==> config.mk <==
export PLATFORM = sky130hd
export DESIGN_NAME = regfile_param
export DESIGN_NICKNAME = d
export VERILOG_FILES = /design/src/rtl/regfile_pkg.sv /design/src/rtl/regfile_clr_seq.sv /design/src/rtl/regfile_param.sv
export SDC_FILE = /design/constraint.sdc
export NUM_CORES = 1
export LEC_CHECK = 0
export CORE_MARGIN = 4
export CORE_UTILIZATION = 42
export DETAILED_ROUTE_END_ITERATION = 16
export PLACE_DENSITY_LB_ADDON = 0.15
export SYNTH_ARGS = -nofsm -noshare
export SYNTH_HDL_FRONTEND = slang
export SYNTH_SLANG_ARGS = --single-unit
==> constraint.sdc <==
create_clock -name clk -period 2.1 [get_ports clk]
set_input_delay 0.315 -clock clk [delete_from_list [all_inputs] [get_ports clk]]
set_output_delay 0.315 -clock clk [all_outputs]
set_load 0.05 [all_outputs]
==> images/flops_by_reg.png <==
(2 px per um)
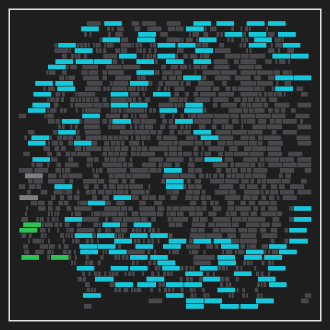
[green] u_clr_seq.clr_idx | flops: 4 | where: lower left
[cyan] mem_q | flops: 128 | where: spread over the die
final core utilization: 0.6147
Seq area share: 0.2587

==> images/congestion.png <==
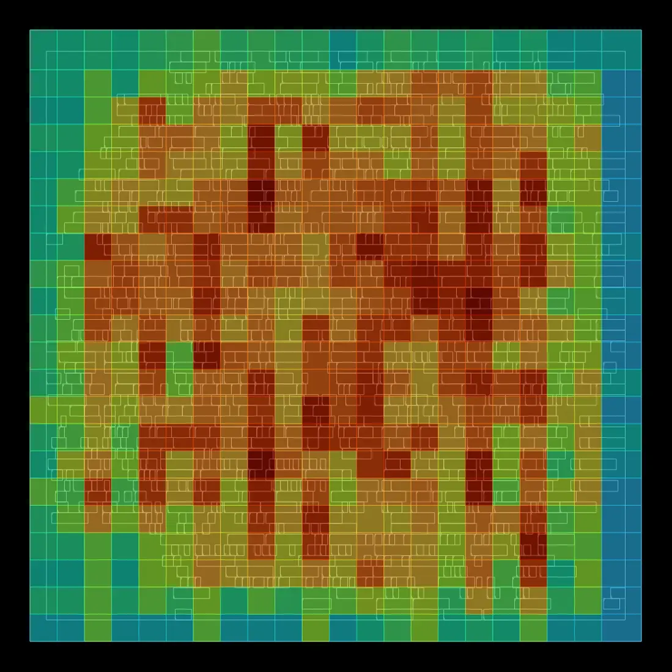
met3 usage: 0.08484
GR Util met2: 0.4690
DR WL/cell: 26.31 um

==> images/io_fan.png <==
(2 px per um)
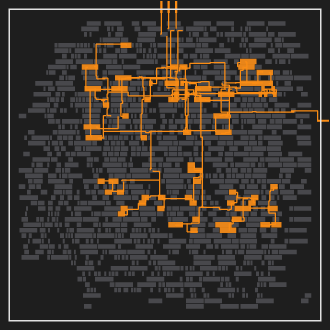
[orange] ra2 | bits: 4 | direction: input | edge: 3 top, 1 right | end cells: 67 | buffers: 25 | wire: 1,430 um
Port Buffers: 53
Ports: 54

==> images/wires.png <==
(2 px per um)
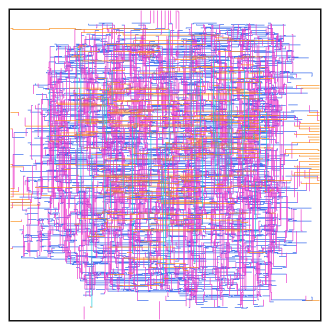
[blue] metal 1 | wire length: 14,700 um
[magenta] metal 2 | wire length: 16,400 um
[cyan] metal 4 | wire length: 1,500 um
[orange] metal 3 | wire length: 3,600 um
GR Util All Layers: 0.3065
Total Wirelength: 36,280 um
via count: 8,763

==> impl_metrics.ini <==
; generated from flow reports
[outcome]
status = complete, but fails checks
violations = negative setup slack

[yosys]
fa_ha_area_frac = 0.005516
ys_warn_count = 0
edf_count = 0
topCellsByArea = dfrtp_1, mux2i_1, mux4_2
yosysTopAreaCell = dfrtp_1
yosysSeqAreaShare = 0.3696
yosysTopAreaCellShare = 0.3696
ys_sh_aoi = 0.1309
synth_area_um2 = 9074
yosys.area_share.simple = 0.1566
ys_cells = 925
logic_family = multiplexers
mux_area_frac = 0.2814
fp_nets = 957
synthCells = 925
syn_avg_cell_area_um2 = 9.809
ys_sh_xor = 0.007722
yosysChipArea_um2 = 9074
ys_async_sr_fraction = 1.000

[power_and_ir_drop]
p_total_mw = 10.42
p_per_area_nw_per_um2 = 801.1
ir_drop_uv = 766.4
p_leak_nw = 5.295

[worst_setup_path]
critical_path.top_delay_family = multiplexers
worstSetupPathType = reg2out
crit_fanout = 3
reg2regPathDepth = 6
reg2reg_slack_ns = 0.13
path_buffers = 1
cpMaxStageDelayCell = mux4_2
cp_cell_sequence = mux4_2, mux2_4, a211oi_4, a21oi_4, buf_12
cp.required_ns = 1.78
path_depth = 5
end_kind = output pin
cp_slowest_stage_delay_ns = 0.49
crit_arrival_ns = 2.15

[min_path]
hp-class = in2async

[floorplanning]
core_util_floorplan = 0.4289
die_h_um = 155.0
fp.dieW_um = 155.0
fp-row-count = 53
core-area_um2 = 21150

[place]
dp_hpwl_um = 27320
placed_cells = 1323
routabilityCongestion = 1.004
pre_cts_slack_ns = -0.7304

[sta]
finalHoldViolCount = 0
period_needed_ns = 2.469
tightestPinTransition_ns = 0.6380
final.setup_skew_ns = 0.008603
period_used_share = 1.176
fin_ws_ns = -0.3686
fmax_mhz = 405.1
slew_headroom = 0.5731
slew_violations = 0
setup_tns_ns = -4.593
setup_viol = 24

[detailed_routing]
route.met3.wl_um = 3599
initialDrtViolationCount = 998
routed.top_layer = met4
drtPass1Iterations = 7
routed_via_density = 6.355
drc = 0

[clocking]
path_clk_slew_ns = 0.06
cts_resized = 140
cts_tree = yes
postCtsSetupRepairBufs = 22
cts_hold_buf = 1
cts-root-buf = clkbuf_16
cts-htree-levels = 4

[finish]
drive_gt1_frac = 0.3958
fin_nets = 1123
layout.cells.non_filler = 1379
nFillCells = 1693
area_delta_synth_final_pct = 43.30
diodes = 0
largest_reg_flops = 128

[global_routing]
grt_overflow_total = 0
grt_pass1_wl_um = 55030
first_global_vias = 8704
grt_max_degree = 44
antenna_found_initial = 0

[job]
warnings = 32
cap_violations = 0
[Yosys cell counts, types with 3 or more instances]
cell type and count:
or3b_2 3, or3_1 3, o31ai_1 17, o221ai_1 3, o21ai_0 10, a221oi_1 5, inv_1 6, buf_1 13
a211oi_1 20, nand2b_1 8, a31oi_1 13, mux2i_1 128, ha_1 4, dfrtp_1 134, xnor2_1 5, o22ai_1 32
nor2_1 69, buf_4 5, nor3_1 4, mux4_2 56, nand2_1 107, nand4_1 3, a21oi_1 83, a32oi_1 3
xor2_1 3, clkbuf_1 37, nand3_1 76, nor2b_1 18, buf_6 3, buf_2 29
[routing by layer]
| layer | track usage | vias up |
|---|---|---|
| met5 | 0 | - |
| met4 | 0.1165 | 0 |
| met3 | 0.08484 | 107 |
| met2 | 0.4690 | 533 |
| met1 | 0.4169 | 4358 |
| li1 | - | 3765 |
[layout make-up]
cell class / count / area [um2] / share of cell area
Multi-Input combinational cell: 695 / 6261 / 0.4815
Tap cell: 275 / 344.1 / 0.02646
Clock inverter: 11 / 101.3 / 0.007794
Sequential cell: 134 / 3363 / 0.2587
Inverter: 9 / 35.03 / 0.002694
Timing Repair Buffer: 234 / 2427 / 0.1867
Clock buffer: 21 / 470.5 / 0.03618
[cells in the final DEF, fill, tap and decap left out, drive strengths merged, types with 21 or more instances in the layout]
master and n:
dfrtp 134, o22ai 32, mux4 56, mux2i 128, nand3 76, nor2 69, clkbuf 21, nand2 107
buf 210, a21oi 83
[worst reg2reg max path: stages (launching register included)]
cell and delay [ns]:
dfrtp_2 0.42, buf_4 0.20, nand4b_1 0.32, nor3b_1 0.35, buf_4 0.29, mux2i_1 0.22
nor2_1 0.06
[power breakdown]
part	leakage [nW]	internal (mW)	switching (mW)
registers	1.84	3.03	0.558
clock network	0.271	1.72	1.25
logic	3.19	1.77	2.10
No activity file was given, so power comes from the tool's default toggle rates.
